**config.mk**
```make
export PLATFORM = sky130hd
export DESIGN_NAME = insn_decode_stage
export DESIGN_NICKNAME = d
export VERILOG_FILES = /design/src/rtl/insn_decode_stage.sv
export SDC_FILE = /design/constraint.sdc
export NUM_CORES = 1
export LEC_CHECK = 0
export CORE_UTILIZATION = 29
export CTS_CLUSTER_DIAMETER = 40
export DETAILED_ROUTE_END_ITERATION = 8
export HOLD_SLACK_MARGIN = 0.02
export PLACE_DENSITY_LB_ADDON = 0.3
export SKIP_LAST_GASP = 1
export SLEW_MARGIN = 20
export SYNTH_ARGS = -nofsm -noshare
export SYNTH_HDL_FRONTEND = slang
export SYNTH_SLANG_ARGS = --single-unit
```
**constraint.sdc**
```tcl
create_clock -name clk -period 1.9 [get_ports clk]
set_input_delay 0.19 -clock clk [delete_from_list [all_inputs] [get_ports clk]]
set_output_delay 0.19 -clock clk [all_outputs]
set_load 0.05 [all_outputs]
```
**src/rtl/insn_decode_stage.sv**
```systemverilog
// Instruction decode stage: classifies and field-extracts instruction words,
// buffers bundles in a two-entry skid, and halts on HLT until resumed.
module insn_decode_stage #(
   parameter int unsigned INSN_WIDTH = 16,
   parameter int unsigned DATA_WIDTH = 16,
   parameter int unsigned REG_WIDTH  = 4,
   parameter int unsigned FUNC_WIDTH = 5
) (
   input  logic                  clk,
   input  logic                  rst_n,
   input  logic                  in_valid,
   input  logic [INSN_WIDTH-1:0] in_insn,
   output logic                  in_ready,
   input  logic                  flush,
   input  logic                  resume,
   output logic                  out_valid,
   input  logic                  out_ready,
   output logic                  out_is_set,
   output logic                  out_is_branch,
   output logic                  out_is_op,
   output logic [REG_WIDTH-1:0]  out_reg_a,
   output logic [REG_WIDTH-1:0]  out_reg_b,
   output logic [FUNC_WIDTH-1:0] out_func,
   output logic [DATA_WIDTH-1:0] out_immd,
   output logic                  out_cond,
   output logic                  out_rel,
   output logic                  out_illegal,
   output logic                  halted
);

   localparam int unsigned W = INSN_WIDTH;
   localparam logic [FUNC_WIDTH-1:0] FUNC_MAX = {1'b1, {(FUNC_WIDTH-1){1'b0}}};

   typedef struct packed {
      logic                  is_set;
      logic                  is_branch;
      logic                  is_op;
      logic [REG_WIDTH-1:0]  reg_a;
      logic [REG_WIDTH-1:0]  reg_b;
      logic [FUNC_WIDTH-1:0] func;
      logic [DATA_WIDTH-1:0] immd;
      logic                  cond;
      logic                  rel;
      logic                  illegal;
   } bundle_t;

   typedef enum logic [1:0] {RUN, DRAIN, HALTED} state_t;

   state_t  state, state_nx;
   logic    alive;
   logic    out_v, out_v_nx, skid_v, skid_v_nx;
   bundle_t out_b, out_b_nx, skid_b, skid_b_nx, dec_b;
   logic    is_hlt, is_nop, accept, push;

   always_comb begin
      dec_b = '0;
      if (in_insn[W-1]) begin
         dec_b.is_set = 1'b1;
         dec_b.reg_a  = in_insn[W-2 -: REG_WIDTH];
         dec_b.immd   = DATA_WIDTH'(in_insn[W-2-REG_WIDTH:0]);
      end else if (in_insn[W-2]) begin
         dec_b.is_branch = 1'b1;
         dec_b.cond      = in_insn[W-3];
         dec_b.rel       = in_insn[W-4];
         if (in_insn[W-4])
            dec_b.immd = {{(DATA_WIDTH-W+4){in_insn[W-5]}}, in_insn[W-5:0]};
         else
            dec_b.immd = DATA_WIDTH'(in_insn[W-5:0]);
      end else if (in_insn[W-3]) begin
         if (in_insn[FUNC_WIDTH-1:0] > FUNC_MAX) begin
            dec_b.illegal = 1'b1;
         end else begin
            dec_b.is_op = 1'b1;
            dec_b.reg_a = in_insn[W-4 -: REG_WIDTH];
            dec_b.reg_b = in_insn[W-4-REG_WIDTH -: REG_WIDTH];
            dec_b.func  = in_insn[FUNC_WIDTH-1:0];
         end
      end else begin
         dec_b.illegal = |in_insn[W-4:1];
      end
   end

   assign is_hlt   = (in_insn == '0);
   assign is_nop   = (in_insn == INSN_WIDTH'(1));
   assign in_ready = alive && (state == RUN) && !skid_v;
   assign accept   = in_valid && in_ready;
   assign push     = accept && !is_hlt && !is_nop && !flush;

   // The skid only fills while the output register is stalled; in_ready
   // guarantees it is empty whenever a new bundle is pushed.
   always_comb begin
      out_v_nx  = out_v;
      out_b_nx  = out_b;
      skid_v_nx = skid_v;
      skid_b_nx = skid_b;
      if (flush) begin
         out_v_nx  = 1'b0;
         skid_v_nx = 1'b0;
      end else if (!out_v || out_ready) begin
         if (skid_v) begin
            out_v_nx  = 1'b1;
            out_b_nx  = skid_b;
            skid_v_nx = 1'b0;
         end else begin
            out_v_nx = push;
            if (push) out_b_nx = dec_b;
         end
      end else if (push) begin
         skid_v_nx = 1'b1;
         skid_b_nx = dec_b;
      end
   end

   always_comb begin
      state_nx = state;
      case (state)
         RUN:    if (accept && is_hlt && !flush) state_nx = DRAIN;
         DRAIN:  if (flush || (!skid_v && (!out_v || out_ready))) state_nx = HALTED;
         HALTED: if (resume) state_nx = RUN;
         default: state_nx = RUN;
      endcase
   end

   always_ff @(posedge clk or negedge rst_n) begin
      if (!rst_n) begin
         state  <= RUN;
         alive  <= 1'b0;
         out_v  <= 1'b0;
         skid_v <= 1'b0;
         out_b  <= '0;
         skid_b <= '0;
      end else begin
         state  <= state_nx;
         alive  <= 1'b1;
         out_v  <= out_v_nx;
         skid_v <= skid_v_nx;
         out_b  <= out_b_nx;
         skid_b <= skid_b_nx;
      end
   end

   assign out_valid     = out_v;
   assign out_is_set    = out_b.is_set;
   assign out_is_branch = out_b.is_branch;
   assign out_is_op     = out_b.is_op;
   assign out_reg_a     = out_b.reg_a;
   assign out_reg_b     = out_b.reg_b;
   assign out_func      = out_b.func;
   assign out_immd      = out_b.immd;
   assign out_cond      = out_b.cond;
   assign out_rel       = out_b.rel;
   assign out_illegal   = out_b.illegal;
   assign halted        = (state == HALTED);

endmodule
```
==> run_1/placement_by_type.png <==
(2 px per µm)
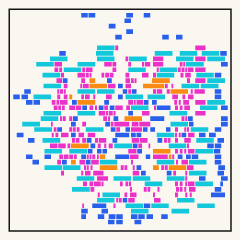
colour	class	cells	share of their area
orange	clock drivers and dummy loads	16	6.5%
blue	other buffers and delay cells	114	23%
cyan	flops	69	37%
magenta	combinational and other logic	222	33%

==> run_1/clocks.png <==
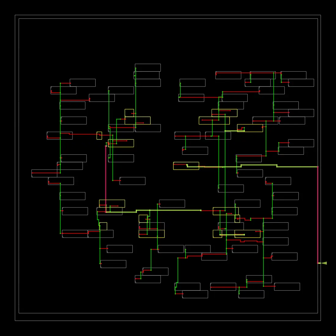
clock group power: 1.67 mW
total of clock buffers placed in the layout: 9
# clock sinks: 69
Num CTS Buffers: 9

==> report_table.html, run 1 <==
<p>Metrics extracted from the flow reports.</p>
<table>
<tr><th>Metric</th><th>Value</th></tr>
<tr><th colspan="2">GRT</th></tr>
<tr><td>Global-route track usage on met2</td><td>0.279</td></tr>
<tr><td>Routing usage on met3</td><td>0.0323</td></tr>
<tr><td>GRT Residual Overflow</td><td>0</td></tr>
<tr><td>Busiest grt layer</td><td>met2</td></tr>
<tr><td>Met1 layer usage reported by global route</td><td>0.203</td></tr>
<tr><td>Via count of the first global-routing pass</td><td>~2900</td></tr>
<tr><td>Pin count of the biggest net entering global routing</td><td>around 70</td></tr>
<tr><th colspan="2">Flow run</th></tr>
<tr><td>Total number of warnings across the stage logs</td><td>26</td></tr>
<tr><td>Max-capacitance violation count</td><td>0</td></tr>
<tr><th colspan="2">Yosys</th></tr>
<tr><td>Share of Yosys cell area claimed by the top area cell type</td><td>0.510</td></tr>
<tr><td>Synthesized-area fraction occupied by ao, oa, aoi and oai cells</td><td>0.178</td></tr>
<tr><td>Post-synth seq share</td><td>0.510</td></tr>
<tr><td>Synthesized area divided by synthesized cell count</td><td>around 11 µm²</td></tr>
<tr><td>Commonest cells post-synth</td><td>69 x dfrtp_1, 26 x inv_1, 25 x o21ai_1, 24 x nor2_1, 23 x nand3_1</td></tr>
<tr><td>FF+latch count, synth</td><td>69</td></tr>
<tr><td>Synthesized area</td><td>~3400 µm²</td></tr>
<tr><td>FFs w/ async S/R, synth</td><td>1.00</td></tr>
<tr><td>Net Count, Synth</td><td>340</td></tr>
<tr><td>Most frequent cell after synthesis</td><td>dfrtp_1</td></tr>
<tr><td>Count of different cell masters after synthesis</td><td>51</td></tr>
<tr><td>Post-synth EDFFs</td><td>0</td></tr>
<tr><td>Instance tally after logic synthesis</td><td>318</td></tr>
<tr><th colspan="2">Power and ir drop</th></tr>
<tr><td>Static Leak</td><td>2.18 nW</td></tr>
<tr><td>Total Power Consumption</td><td>approximately 4.6 mW</td></tr>
<tr><td>VDD IR max</td><td>between 0.5 and 0.6 mV</td></tr>
<tr><td>Areal power density over the cells</td><td>968 nW/µm²</td></tr>
<tr><th colspan="2">Routing</th></tr>
<tr><td>Number of nets with antenna violations after routing</td><td>0</td></tr>
<tr><td>WL final</td><td>9170 µm</td></tr>
<tr><td>Via count</td><td>2784</td></tr>
<tr><td>Count of TritonRoute iterations in the first routing pass</td><td>4</td></tr>
<tr><td>WL met1</td><td>~4200 µm</td></tr>
<tr><th colspan="2">CTS</th></tr>
<tr><td>Largest buffer count on any clock path</td><td>2</td></tr>
<tr><td>Clock Tree Root</td><td>clkbuf_16</td></tr>
<tr><th colspan="2">Final layout</th></tr>
<tr><td>Antenna cell count</td><td>0</td></tr>
<tr><td>Multi-input logic portion of the cell area</td><td>0.294</td></tr>
<tr><td>Final net count</td><td>438</td></tr>
<tr><td>Plain + repair buffers</td><td>114</td></tr>
<tr><td>Final Util</td><td>0.419</td></tr>
<tr><td>Number of filler instances in the final layout</td><td>roughly 1100</td></tr>
<tr><td>FF+latch area</td><td>1730 µm²</td></tr>
<tr><th colspan="2">STA</th></tr>
<tr><td>Number of pins with negative max-slew slack in the final report</td><td>0</td></tr>
<tr><td>Part of the cycle the worst path needs</td><td>0.968</td></tr>
<tr><td>Tightest Pin Transition</td><td>between 0.5 and 0.6 ns</td></tr>
<tr><td>Time the final worst path needs with I/O delays and setup</td><td>1.84 ns</td></tr>
<tr><td>Setup TNS after final layout</td><td>0 ns</td></tr>
<tr><td>Final hold slack</td><td>roughly 0.41 ns</td></tr>
<tr><td>Unrepaired setup endpoints after global routing</td><td>no</td></tr>
<tr><td>Setup slack after layout</td><td>roughly 0.06 ns</td></tr>
<tr><td>Maximum achievable frequency</td><td>0.544 GHz</td></tr>
<tr><th colspan="2">Worst hold path</th></tr>
<tr><td>Path category of the worst min-delay check</td><td>in -&gt; async</td></tr>
<tr><th colspan="2">Die</th></tr>
<tr><td>Initial Utilization</td><td>0.297</td></tr>
<tr><td>Horiz. Die Dim</td><td>110 µm</td></tr>
<tr><td>Rows</td><td>39</td></tr>
<tr><td>Area of the core region</td><td>between 10000 and 15000 µm²</td></tr>
<tr><th colspan="2">Worst setup path</th></tr>
<tr><td>WP data required</td><td>between 2 and 2.5 ns</td></tr>
<tr><td>Category of the worst setup path launch point</td><td>input port</td></tr>
<tr><td>Setup slack of the most critical reg-to-reg path</td><td>0.12 ns</td></tr>
<tr><td>Path type of the worst setup path</td><td>in -&gt; reg</td></tr>
<tr><td>Reg-to-Reg Start</td><td>state[1]</td></tr>
<tr><td>Largest fanout of any net on the critical path</td><td>10</td></tr>
<tr><td>Crit path capture type</td><td>flop</td></tr>
<tr><th colspan="2">Outcome</th></tr>
<tr><td>Outcome</td><td>finished clean</td></tr>
<tr><th colspan="2">Placed design</th></tr>
<tr><td>Final Wtd Congestion</td><td>0.784</td></tr>
</table>
==> run_1/io_placement.png <==
(3 px per µm) Pins as bars across the die edge, other pins in grey.
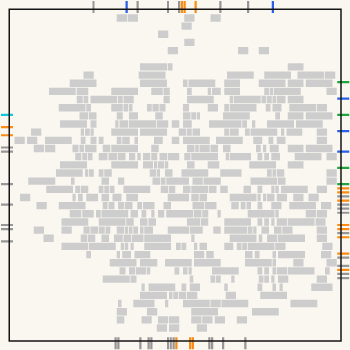
colour	port	pins	direction	edge
cyan	out_cond	1	output	left
orange	in_insn	16	input	8 right, 3 top, 3 bottom, 2 left
blue	out_func	5	output	3 right, 2 top
green	out_reg_b	4	output	right

==> run_1/cell_density.png <==
(3 px per µm) 11 x 11 tiles, from black (low) to pale yellow (high), 0 to 100% covered.
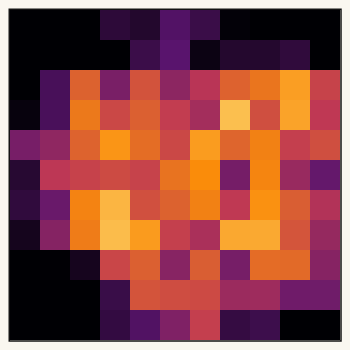
mean over tiles	38%
densest ninth of the die	centre
tiles over 75% full	9.1%
fullest tile	86%

==> run 1: power by group <==
part	internal (mW)	switching (mW)	leakage [nW]
Sequential	1.69	0.125	0.855
Combinational	0.459	0.684	1.18
Clock	1.02	0.648	0.146
==> run 1: flip-flops by register name, summed over array words and instances, names as in the netlist, 2 cells and up <==
signal and cells:
skid_b 32, out_immd 13, out_func 5, out_reg_a 4, out_reg_b 4, state 2
==> run 1: critical path: stages <==
cell and delay (ns):
clkdlybuf4s50_1 0.50, nor4_4 0.38, and4_4 0.30, nor2_4 0.05, o21ai_4 0.17, buf_12 0.17
mux2_4 0.30
==> run 1: repair_timing <==
| item | CTS | global route |
|---|---|---|
| endpoints found under the hold margin | 69 | 0 |
| hold buffers | 1 | 0 |
| gates resized | 0 | 0 |
==> run_1/wires.png <==
(2 px per µm)
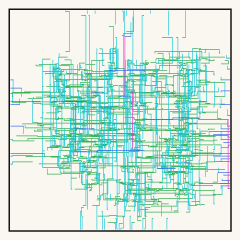

--- run 2 (diff from run 1) ---
--- a/config.mk
+++ b/config.mk
@@ -9,6 +9,7 @@
 export CTS_CLUSTER_DIAMETER = 40
 export DETAILED_ROUTE_END_ITERATION = 8
 export HOLD_SLACK_MARGIN = 0.02
+export MAX_ROUTING_LAYER = met4
 export PLACE_DENSITY_LB_ADDON = 0.3
 export SKIP_LAST_GASP = 1
 export SLEW_MARGIN = 20
==> constraint.sdc (replaced) <==
create_clock -name clk -period 2.06 [get_ports clk]
set_input_delay 0.206 -clock clk [delete_from_list [all_inputs] [get_ports clk]]
set_output_delay 0.206 -clock clk [all_outputs]
set_load 0.05 [all_outputs]
==> run_2/wires.png <==
(2 px per µm)
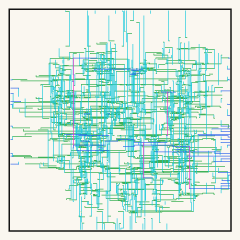
colour	layer	wire length
magenta	metal 4	104 µm
cyan	metal 2	4560 µm
blue	metal 3	399 µm
green	metal 1	4120 µm

==> run_2/cell_density.png <==
(3 px per µm) 11 x 11 tiles, from black (low) to pale yellow (high), 0 to 100% covered.
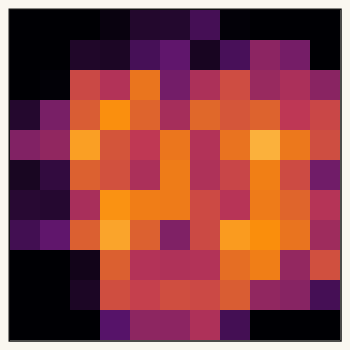
Initial Utilization: 0.297
Final Util: 0.413
area of the core region: 11400 µm²

==> run 2 against run 1 <==
- flip-flop count did not move
- utilization fell by 0.56 points
- global-route usage rose by 0.39 points
- worst hold slack got worse by 0.014 ns
- setup slack improved by 0.13 ns
- synthesized cell count did not move
- sequential share of layout area rose by 0.49 points
- first-iteration DRC count fell by 23%
- non-clock buffer count fell by 6
- area after synthesis did not move
- register-to-register slack improved by 0.18 ns
- cell count fell by 1.1%
- critical endpoint is now out_reg_b[1]
==> report_table.html, run 2 <==
<p>Metrics extracted from the flow reports.</p>
<table>
<tr><th>Metric</th><th>Value</th></tr>
<tr><th colspan="2">CTS</th></tr>
<tr><td>Clock transition at the registers of the reported paths</td><td>0.06 ns</td></tr>
<tr><td>Clock H-tree levels</td><td>3</td></tr>
<tr><td>Clock Tree Root</td><td>clkbuf_16</td></tr>
<tr><td>Num CTS Buffers</td><td>9 (unchanged)</td></tr>
<tr><td>Largest buffer count on any clock path</td><td>2 (unchanged)</td></tr>
<tr><td># clock sinks</td><td>69 (unchanged)</td></tr>
<tr><td>Post-CTS Resized</td><td>0 (unchanged)</td></tr>
<tr><td>Buffer count from post-CTS setup fixing</td><td>0</td></tr>
<tr><th colspan="2">GRT</th></tr>
<tr><td>Busiest grt layer</td><td>met2</td></tr>
<tr><td>Via count of the first global-routing pass</td><td>2811 (-2.3%)</td></tr>
<tr><td>First-pass GRT wire length</td><td>14800 µm</td></tr>
<tr><td>GRT Residual Overflow</td><td>0 (unchanged)</td></tr>
<tr><td>Initial antenna violation count</td><td>0</td></tr>
<tr><td>Pin count of the biggest net entering global routing</td><td>70 (unchanged)</td></tr>
<tr><td>Routing usage on met3</td><td>0.0323 (unchanged)</td></tr>
<tr><td>Met1 layer usage reported by global route</td><td>0.207 (+0.00471)</td></tr>
<tr><td>GRT Util Overall</td><td>0.166</td></tr>
<tr><td>Global-route track usage on met2</td><td>0.274 (-0.00491)</td></tr>
<tr><th colspan="2">Outcome</th></tr>
<tr><td>Outcome</td><td>finished clean</td></tr>
<tr><th colspan="2">Power and ir drop</th></tr>
<tr><td>Psw</td><td>1.34 mW (-7.8%)</td></tr>
<tr><td>VDD IR max</td><td>0.498 mV (-5.3%)</td></tr>
<tr><td>Power share of the sequential group</td><td>0.394 (about the same)</td></tr>
<tr><td>Clock network power share</td><td>0.361 (about the same)</td></tr>
<tr><td>Pwr top</td><td>sequential cells</td></tr>
<tr><td>Internal Pwr Total</td><td>2.91 mW (-8.1%)</td></tr>
<tr><td>Clock group power</td><td>1.54 mW (-8%)</td></tr>
<tr><td>Total Power Consumption</td><td>4.26 mW (-8.0%)</td></tr>
<tr><td>Power dissipated in combinational cells</td><td>1.04 mW (-9%)</td></tr>
<tr><td>Static Leak</td><td>2.14 nW (-2.0%)</td></tr>
<tr><td>Areal power density over the cells</td><td>902 nW/µm² (-6.8%)</td></tr>
<tr><td>Sequential logic power</td><td>1.68 mW (-8%)</td></tr>
<tr><td>Part of the total power dissipated in combinational logic</td><td>0.245 (-0.002)</td></tr>
<tr><td>Switching part of the total</td><td>0.316 (+0.000887)</td></tr>
<tr><th colspan="2">STA</th></tr>
<tr><td>Setup slack after layout</td><td>0.193 ns (+0.132 ns)</td></tr>
<tr><td>Maximum achievable frequency</td><td>0.536 GHz</td></tr>
<tr><td>Part of the cycle the worst path needs</td><td>0.906</td></tr>
<tr><td>Tightest Pin Transition</td><td>0.525 ns (+0.0137 ns)</td></tr>
<tr><td>Time the final worst path needs with I/O delays and setup</td><td>1.87 ns</td></tr>
<tr><td>Number of pins with negative max-slew slack in the final report</td><td>0 (unchanged)</td></tr>
<tr><td>Setup TNS after final layout</td><td>0 ns (unchanged)</td></tr>
<tr><td>Final hold slack</td><td>0.393 ns (-0.0143 ns)</td></tr>
<tr><td>Hold Fails Final Rpt</td><td>0</td></tr>
<tr><td>Unrepaired setup endpoints after global routing</td><td>no</td></tr>
<tr><th colspan="2">Worst setup path</th></tr>
<tr><td>Largest fanout of any net on the critical path</td><td>9 (-1)</td></tr>
<tr><td>Data arrival at the endpoint of the critical path</td><td>about 2.1 ns</td></tr>
<tr><td>WP data required</td><td>2.28 ns (+0.16 ns)</td></tr>
<tr><td>Cell family contributing the most delay on the critical path</td><td>simple AND/OR/NAND/NOR gates</td></tr>
<tr><td>Cell with the largest stage delay on the worst path</td><td>clkdlybuf4s50_1</td></tr>
<tr><td>Path type of the worst setup path</td><td>in -&gt; reg</td></tr>
<tr><td>Worst-case reg-to-reg path depth</td><td>5</td></tr>
<tr><td>Crit path capture type</td><td>flop</td></tr>
<tr><td>Origin of the worst setup path</td><td>in_insn[10]</td></tr>
<tr><td>Sum of buffers and inverters on the critical path</td><td>2 (unchanged)</td></tr>
<tr><td>Total stage count of the critical path</td><td>7 (unchanged)</td></tr>
<tr><td>Category of the worst setup path launch point</td><td>input port</td></tr>
<tr><td>Critical-path cell list</td><td>clkdlybuf4s50_1 &gt; nor4_4 &gt; and4_4 &gt; nor2_4 &gt; o21ai_4 &gt; buf_12 &gt; mux2_4</td></tr>
<tr><td>Setup slack of the most critical reg-to-reg path</td><td>0.30 ns (+0.18 ns)</td></tr>
<tr><td>Reg-to-Reg Start</td><td>state[1]</td></tr>
<tr><td>Max incr delay on CP</td><td>0.49 ns (about the same)</td></tr>
<tr><th colspan="2">Routing</th></tr>
<tr><td>Highest metal used</td><td>met4</td></tr>
<tr><td>WL met1</td><td>4120 µm (-1.0%)</td></tr>
<tr><td>Met3 layer wire length in the routed design</td><td>398 µm</td></tr>
<tr><td>Via count</td><td>2808 (+0.86%)</td></tr>
<tr><td>Count of TritonRoute iterations in the first routing pass</td><td>4 (unchanged)</td></tr>
<tr><td>WL final</td><td>9180 µm (+0.14%)</td></tr>
<tr><td>Number of nets with antenna violations after routing</td><td>0 (unchanged)</td></tr>
<tr><th colspan="2">Yosys</th></tr>
<tr><td>Count of different cell masters after synthesis</td><td>51 (unchanged)</td></tr>
<tr><td>Net Count, Synth</td><td>340 (unchanged)</td></tr>
<tr><td>Post-synth seq share</td><td>0.510 (unchanged)</td></tr>
<tr><td>Commonest cells post-synth</td><td>69 x dfrtp_1, 26 x inv_1, 25 x o21ai_1, 24 x nor2_1, 23 x nand3_1</td></tr>
<tr><td>Synthesized area</td><td>3390 µm² (unchanged)</td></tr>
<tr><td>FFs w/ async S/R, synth</td><td>1.00 (unchanged)</td></tr>
<tr><td>Synthesis Warnings</td><td>0</td></tr>
<tr><td>Instance tally after logic synthesis</td><td>318 (unchanged)</td></tr>
<tr><td>Yosys top cell by area</td><td>dfrtp_1</td></tr>
<tr><td>Yosys-reported design area after synthesis</td><td>3390 µm²</td></tr>
<tr><td>Synthesized-area fraction occupied by ao, oa, aoi and oai cells</td><td>0.178 (unchanged)</td></tr>
<tr><td>FF+latch count, synth</td><td>69 (unchanged)</td></tr>
<tr><td>Synthesized area divided by synthesized cell count</td><td>10.7 µm² (unchanged)</td></tr>
<tr><td>Most frequent cell after synthesis</td><td>dfrtp_1</td></tr>
<tr><td>Share of Yosys cell area claimed by the top area cell type</td><td>0.510 (unchanged)</td></tr>
<tr><td>Post-synth EDFFs</td><td>0 (unchanged)</td></tr>
<tr><td>Dominant Register Cell</td><td>dfrtp_1</td></tr>
<tr><th colspan="2">Placed design</th></tr>
<tr><td>Hpwl dp</td><td>6470 µm</td></tr>
<tr><td>Cell total after placement</td><td>about 540</td></tr>
<tr><td>Pre-CTS setup slack</td><td>-0.163 ns</td></tr>
<tr><td>Final Wtd Congestion</td><td>0.786 (+0.15%)</td></tr>
<tr><th colspan="2">Die</th></tr>
<tr><td>Die H</td><td>110 µm</td></tr>
<tr><td>Horiz. Die Dim</td><td>110 µm (unchanged)</td></tr>
<tr><td>Floorplan die area</td><td>~12000 µm²</td></tr>
<tr><td>Rows</td><td>39 (unchanged)</td></tr>
<tr><th colspan="2">Final layout</th></tr>
<tr><td>Comb area</td><td>~1400 µm²</td></tr>
<tr><td>Total of clock buffers placed in the layout</td><td>10 (+1)</td></tr>
<tr><td>Mi-comb count</td><td>195</td></tr>
<tr><td>FF+latch area</td><td>1730 µm² (unchanged)</td></tr>
<tr><td>Number of flip-flops in the largest register</td><td>32 (unchanged)</td></tr>
<tr><td>Non-filler instance count after layout</td><td>558</td></tr>
<tr><td>Most flop-heavy register</td><td>skid_b</td></tr>
<tr><td>Number of filler instances in the final layout</td><td>1107 (+0.91%)</td></tr>
<tr><td>Count of sequential standard cells</td><td>69</td></tr>
<tr><td>Multi-input logic portion of the cell area</td><td>0.298 (+0.00398)</td></tr>
<tr><td>Plain + repair buffers</td><td>108 (-5.3%)</td></tr>
<tr><td>Leading cell kind</td><td>registers</td></tr>
<tr><td>Non-clock inverter total of the final layout</td><td>27</td></tr>
<tr><td>Antenna cell count</td><td>0 (unchanged)</td></tr>
<tr><td>Most frequent cells in the layout</td><td>69 x dfrtp_1, 56 x clkdlybuf4s50_1, 45 x buf_4, 26 x inv_1, 25 x o21ai_1</td></tr>
<tr><td>Final net count</td><td>432 (-1.4%)</td></tr>
<tr><th colspan="2">Flow run</th></tr>
<tr><td>Total number of warnings across the stage logs</td><td>26 (unchanged)</td></tr>
<tr><td>Max-capacitance violation count</td><td>0 (unchanged)</td></tr>
<tr><th colspan="2">Worst hold path</th></tr>
<tr><td>Path category of the worst min-delay check</td><td>in -&gt; async</td></tr>
</table>
==> run_2/placement_by_type.png <==
(2 px per µm)
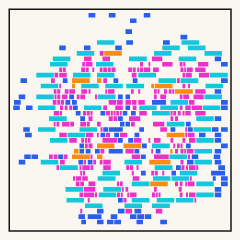
colour	class	cells	share of their area
orange	clock drivers and dummy loads	16	6.4%
magenta	combinational and other logic	222	33%
cyan	flops	69	38%
blue	other buffers and delay cells	108	22%

[run 2: cell count changes in the layout (fill, tap and decap cells not counted), sizes merged]
cell,before,now
buf,57,51
clkbuf,9,10
clkinv,4,3
clkinvlp,1,2
inv,28,27
[run 2: repair_timing]
| item | in CTS | in global routing |
|---|---|---|
| endpoints found under the hold margin | 69 | 0 |
| hold buffers | 1 | 0 |
| endpoints found under the setup margin | 0 | 0 |
[run 2: worst reg2reg max path: stages, from the launching register on]
cell,delay (ns)
dfrtp_1,0.42
nand4bb_2,0.38
nor2_4,0.19
o21ai_4,0.09
buf_4,0.21
a221o_1,0.36
[run 2: logic make-up after synthesis]
group                  count (synthesis)
AOI/OAI and AO/OA                     83
buffers and inverters                 54
and+or+nand+nor                       92
other                                  1
DFF                                   69
muxes                                 19
==> run_2/clocks.png <==
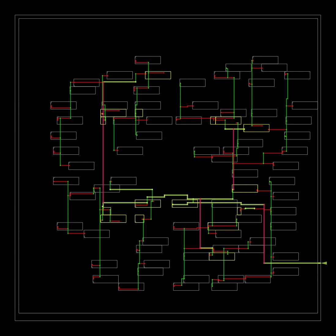

--- run 3 (diff from run 2) ---
--- a/config.mk
+++ b/config.mk
@@ -5,6 +5,7 @@
 export SDC_FILE = /design/constraint.sdc
 export NUM_CORES = 1
 export LEC_CHECK = 0
+export CORE_ASPECT_RATIO = 1.25
 export CORE_UTILIZATION = 29
 export CTS_CLUSTER_DIAMETER = 40
 export DETAILED_ROUTE_END_ITERATION = 8
==> run_3/clocks.png <==
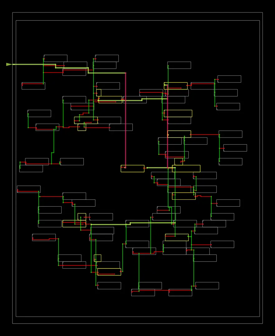
clk_skew: 0.00803 ns
count of sequential standard cells: 69
Latency at later pin: 0.33 ns

==> run_3/placement_by_type.png <==
(2 px per µm)
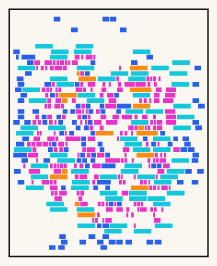
colour	class	cells	share of their area
orange	clock drivers and dummy loads	16	7.0%
cyan	flops	69	37%
blue	other buffers and delay cells	116	23%
magenta	combinational and other logic	222	33%

==> run_3/cell_density.png <==
(3 px per µm) 10 x 12 tiles, from black (low) to pale yellow (high), 0 to 100% covered.
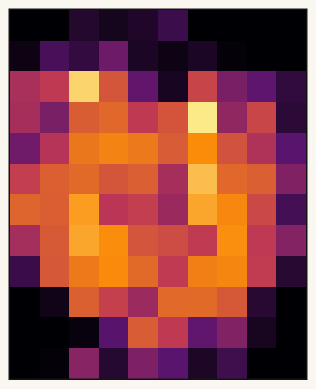
emptiest ninth of the die	upper right
nearly empty tiles	15%
mean over tiles	38%
tiles over 75% full	6.7%
fullest tile	95%

==> run 3 against run 2 <==
- clock skew rose by 0.0030 ns
- fmax rose by 2.3%
- via count down 0.50%
- die area about the same
- count of clock-buffer cells in the layout shrank 1
- routed wire length increased by 3.2%
- synthesized cell count unchanged
- cell count unchanged
- combinational power hardly changed
- global-route usage grew 0.70 points
- critical path type unchanged
- critical endpoint is now out_func[2]
==> report_table.html, run 3 <==
<p>Metrics extracted from the flow reports.</p>
<table>
<tr><th>Metric</th><th>Value</th></tr>
<tr><th colspan="2">Outcome</th></tr>
<tr><td>Outcome</td><td>finished clean</td></tr>
<tr><th colspan="2">Routing</th></tr>
<tr><td>Via density per instance</td><td>5.01</td></tr>
<tr><td>Met3 layer wire length in the routed design</td><td>303 µm (-24%)</td></tr>
<tr><td>Remaining DRCs</td><td>0</td></tr>
<tr><td>Count of TritonRoute iterations in the first routing pass</td><td>4 (unchanged)</td></tr>
<tr><td>WL final</td><td>9480 µm (+3.2%)</td></tr>
<tr><td>Highest metal used</td><td>met4</td></tr>
<tr><td>Number of DRC markers in iteration 0</td><td>150</td></tr>
<tr><td>Via count</td><td>2794 (-0.50%)</td></tr>
<tr><td>Wire length on met2</td><td>about 4800 µm</td></tr>
<tr><td>Number of nets with antenna violations after routing</td><td>0 (unchanged)</td></tr>
<tr><td>WL met1</td><td>4260 µm (+3.4%)</td></tr>
<tr><td>Drt wl/cell</td><td>17.0 µm</td></tr>
<tr><th colspan="2">Yosys</th></tr>
<tr><td>Synthesis Warnings</td><td>0 (unchanged)</td></tr>
<tr><td>Synthesized area</td><td>3390 µm² (unchanged)</td></tr>
<tr><td>Largest non-sequential cell family by area</td><td>AND-OR/OR-AND gates</td></tr>
<tr><td>Share of Yosys cell area claimed by the top area cell type</td><td>0.510 (unchanged)</td></tr>
<tr><td>Dominant Register Cell</td><td>dfrtp_1</td></tr>
<tr><td>Count of different cell masters after synthesis</td><td>51 (unchanged)</td></tr>
<tr><td>FFs w/ async S/R, synth</td><td>1.00 (unchanged)</td></tr>
<tr><td>FF+latch count, synth</td><td>69 (unchanged)</td></tr>
<tr><td>Post-synth EDFFs</td><td>0 (unchanged)</td></tr>
<tr><td>Top cells by area in the synthesized netlist</td><td>dfrtp_1 51%, mux2_4 4.0%, a221o_1 3.8%</td></tr>
<tr><td>Synthesized-area fraction occupied by ao, oa, aoi and oai cells</td><td>0.178 (unchanged)</td></tr>
<tr><td>Most frequent cell after synthesis</td><td>dfrtp_1</td></tr>
<tr><td>Synthesized area divided by synthesized cell count</td><td>10.7 µm² (unchanged)</td></tr>
<tr><td>Synthesized-area fraction occupied by adder cells</td><td>0</td></tr>
<tr><td>Yosys-reported design area after synthesis</td><td>3390 µm² (unchanged)</td></tr>
<tr><td>Fraction of synthesized cell area in xor and xnor cells</td><td>0</td></tr>
<tr><td>Area fraction in mux cells</td><td>0.0724</td></tr>
<tr><td>Post-synth seq share</td><td>0.510 (unchanged)</td></tr>
<tr><td>Yosys top cell by area</td><td>dfrtp_1</td></tr>
<tr><td>Commonest cells post-synth</td><td>69 x dfrtp_1, 26 x inv_1, 25 x o21ai_1, 24 x nor2_1, 23 x nand3_1</td></tr>
<tr><td>Net Count, Synth</td><td>340 (unchanged)</td></tr>
<tr><td>Instance tally after logic synthesis</td><td>318 (unchanged)</td></tr>
<tr><th colspan="2">Final layout</th></tr>
<tr><td>Mi-comb count</td><td>195 (unchanged)</td></tr>
<tr><td>Number of flip-flops in the largest register</td><td>32 (unchanged)</td></tr>
<tr><td>Leading cell kind</td><td>registers</td></tr>
<tr><td>FF+latch area</td><td>1730 µm² (unchanged)</td></tr>
<tr><td>Final std cell area, no fill</td><td>4810 µm²</td></tr>
<tr><td>Multi-input logic portion of the cell area</td><td>0.293 (-0.00535)</td></tr>
<tr><td>Comb area</td><td>1410 µm² (unchanged)</td></tr>
<tr><td>Number of filler instances in the final layout</td><td>1086 (-1.9%)</td></tr>
<tr><td>Antenna cell count</td><td>0 (unchanged)</td></tr>
<tr><td>Total of clock buffers placed in the layout</td><td>9 (-1)</td></tr>
<tr><td>Share of final layout cell area taken by clock buffers and inverters</td><td>0.0674</td></tr>
<tr><td>Plain + repair buffers</td><td>116 (+7.4%)</td></tr>
<tr><td>Most flop-heavy register</td><td>skid_b</td></tr>
<tr><td>Sequential portion of the cell area</td><td>0.359</td></tr>
<tr><td>Most frequent cells in the layout</td><td>69 x dfrtp_1, 56 x clkdlybuf4s50_1, 52 x buf_4, 26 x inv_1, 25 x o21ai_1</td></tr>
<tr><td>Non-filler instance count after layout</td><td>558 (unchanged)</td></tr>
<tr><td>Non-clock buffers, area share</td><td>0.224</td></tr>
<tr><td>Most numerous logic cell after layout</td><td>dfrtp_1</td></tr>
<tr><td>Final net count</td><td>440 (+1.9%)</td></tr>
<tr><td>Non-clock inverter total of the final layout</td><td>27 (unchanged)</td></tr>
<tr><td>Proportion of layout cells with a drive suffix above 1</td><td>0.243</td></tr>
<tr><td>Final Util</td><td>0.428 (+0.0141)</td></tr>
<tr><th colspan="2">STA</th></tr>
<tr><td>Hold Fails Final Rpt</td><td>0 (unchanged)</td></tr>
<tr><td>Part of the cycle the worst path needs</td><td>0.886 (-0.0200)</td></tr>
<tr><td>Number of pins with negative max-slew slack in the final report</td><td>0 (unchanged)</td></tr>
<tr><td>Unrepaired setup endpoints after global routing</td><td>no</td></tr>
<tr><td>Maximum achievable frequency</td><td>0.548 GHz (+2.3%)</td></tr>
<tr><td>Endpoints failing setup</td><td>0</td></tr>
<tr><td>Tightest Pin Transition</td><td>0.522 ns (-0.00285 ns)</td></tr>
<tr><td>Setup slack after layout</td><td>0.234 ns (+0.0411 ns)</td></tr>
<tr><td>Time the final worst path needs with I/O delays and setup</td><td>1.83 ns (-0.0411 ns)</td></tr>
<tr><td>Final hold slack</td><td>0.424 ns (+0.0313 ns)</td></tr>
<tr><td>Max_slew headroom</td><td>0.651</td></tr>
<tr><td>Setup TNS after final layout</td><td>0 ns (unchanged)</td></tr>
<tr><th colspan="2">Placed design</th></tr>
<tr><td>Hpwl dp</td><td>6870 µm (+6.3%)</td></tr>
<tr><td>Pre-CTS setup slack</td><td>-0.118 ns (+0.0448 ns)</td></tr>
<tr><td>Cell total after placement</td><td>541 (unchanged)</td></tr>
<tr><td>Placement Cell Area</td><td>4470 µm²</td></tr>
<tr><td>Final Wtd Congestion</td><td>0.818 (+4.1%)</td></tr>
<tr><th colspan="2">CTS</th></tr>
<tr><td>TritonCTS clock tree</td><td>built</td></tr>
<tr><td>Clock H-tree levels</td><td>3 (unchanged)</td></tr>
<tr><td>Clock transition at the registers of the reported paths</td><td>0.06 ns (about the same)</td></tr>
<tr><td>Buffer count from post-CTS setup fixing</td><td>0 (unchanged)</td></tr>
<tr><td>Num CTS Buffers</td><td>9 (unchanged)</td></tr>
<tr><td># clock sinks</td><td>69 (unchanged)</td></tr>
<tr><td>Clock Tree Root</td><td>clkbuf_16</td></tr>
<tr><td>Largest buffer count on any clock path</td><td>2 (unchanged)</td></tr>
<tr><th colspan="2">Worst setup path</th></tr>
<tr><td>Path type of the worst setup path</td><td>in -&gt; reg</td></tr>
<tr><td>Reg-to-Reg Start</td><td>state[1]</td></tr>
<tr><td>Sum of buffers and inverters on the critical path</td><td>2 (unchanged)</td></tr>
<tr><td>Worst-case reg-to-reg path depth</td><td>5 (unchanged)</td></tr>
<tr><td>WP data required</td><td>2.27 ns (about the same)</td></tr>
<tr><td>Critical-path cell list</td><td>clkdlybuf4s50_1 &gt; nor4_4 &gt; and4_4 &gt; nor2_4 &gt; o21ai_4 &gt; buf_12 &gt; mux2_4</td></tr>
<tr><td>Crit path capture type</td><td>flop</td></tr>
<tr><td>Setup slack of the most critical reg-to-reg path</td><td>0.33 ns (+0.03 ns)</td></tr>
<tr><td>Total stage count of the critical path</td><td>7 (unchanged)</td></tr>
<tr><td>Category of the worst setup path launch point</td><td>input port</td></tr>
<tr><td>Cell family contributing the most delay on the critical path</td><td>buffers and inverters</td></tr>
<tr><td>Largest fanout of any net on the critical path</td><td>9 (unchanged)</td></tr>
<tr><td>Worst R2R End</td><td>out_immd[5]</td></tr>
<tr><td>Data arrival at the endpoint of the critical path</td><td>2.04 ns (-0.05 ns)</td></tr>
<tr><td>Max incr delay on CP</td><td>0.53 ns (+0.04 ns)</td></tr>
<tr><td>Cell with the largest stage delay on the worst path</td><td>clkdlybuf4s50_1</td></tr>
<tr><th colspan="2">Die</th></tr>
<tr><td>Horiz. Die Dim</td><td>98.7 µm (-10%)</td></tr>
<tr><td>Initial Utilization</td><td>0.301 (+0.00459)</td></tr>
<tr><td>Die H</td><td>123 µm (+12%)</td></tr>
<tr><td>Rows</td><td>43 (+10%)</td></tr>
<tr><td>Floorplan die area</td><td>12100 µm² (about the same)</td></tr>
<tr><td>Area of the core region</td><td>11200 µm² (-1.5%)</td></tr>
<tr><td>Number of well taps</td><td>between 100 and 150</td></tr>
<tr><th colspan="2">Power and ir drop</th></tr>
<tr><td>Areal power density over the cells</td><td>917 nW/µm² (+1.6%)</td></tr>
<tr><td>Total Power Consumption</td><td>4.41 mW (+3.5%)</td></tr>
<tr><td>Static Leak</td><td>2.21 nW (+3.4%)</td></tr>
<tr><td>VDD IR max</td><td>0.397 mV (-20%)</td></tr>
<tr><th colspan="2">Flow run</th></tr>
<tr><td>Total number of warnings across the stage logs</td><td>26 (unchanged)</td></tr>
<tr><td>Max-capacitance violation count</td><td>0 (unchanged)</td></tr>
<tr><th colspan="2">GRT</th></tr>
<tr><td>Met1 layer usage reported by global route</td><td>0.209 (+0.00167)</td></tr>
<tr><td>GRT Residual Overflow</td><td>0 (unchanged)</td></tr>
<tr><td>Busiest grt layer</td><td>met2</td></tr>
<tr><td>Via count of the first global-routing pass</td><td>2889 (+2.8%)</td></tr>
<tr><td>Initial antenna violation count</td><td>0 (unchanged)</td></tr>
<tr><td>GRT Util Overall</td><td>0.173 (+0.00698)</td></tr>
<tr><td>Routing usage on met3</td><td>0.0342 (+0.00183)</td></tr>
<tr><td>Pin count of the biggest net entering global routing</td><td>70 (unchanged)</td></tr>
<tr><td>First-pass GRT wire length</td><td>15400 µm (+4.3%)</td></tr>
<tr><td>Global-route track usage on met2</td><td>0.294 (+0.0203)</td></tr>
<tr><th colspan="2">Worst hold path</th></tr>
<tr><td>Path category of the worst min-delay check</td><td>in -&gt; async</td></tr>
</table>
## run 3: how the worst max path moves through the flow
stage	start	end	slack, ns
floorplan	skid_v	in_ready	0.15
global placement	in_insn[14]	out_reg_a[1]	-0.07
detailed placement	in_insn[4]	out_func[1]	-0.12
CTS	state[0]	halted	0.03
global route	in_insn[4]	skid_b[29]	0.15
finish	in_insn[4]	out_func[2]	0.23
## run 3: where the power goes
part           total (mW)  internal (mW)  leakage, nW  switching, mW
Combinational        1.06          0.424         1.20          0.633
Clock                1.67           1.07        0.156          0.601
Sequential           1.69           1.56        0.855          0.122
Total                4.41           3.05         2.21           1.36
## run 3: timing repair
item,in CTS,in global routing
resized,0,1
endpoints found under the hold margin,69,0
hold buffers,1,0
setup endpoints to repair,0,1
No activity file was given, so power comes from the tool's default toggle rates.
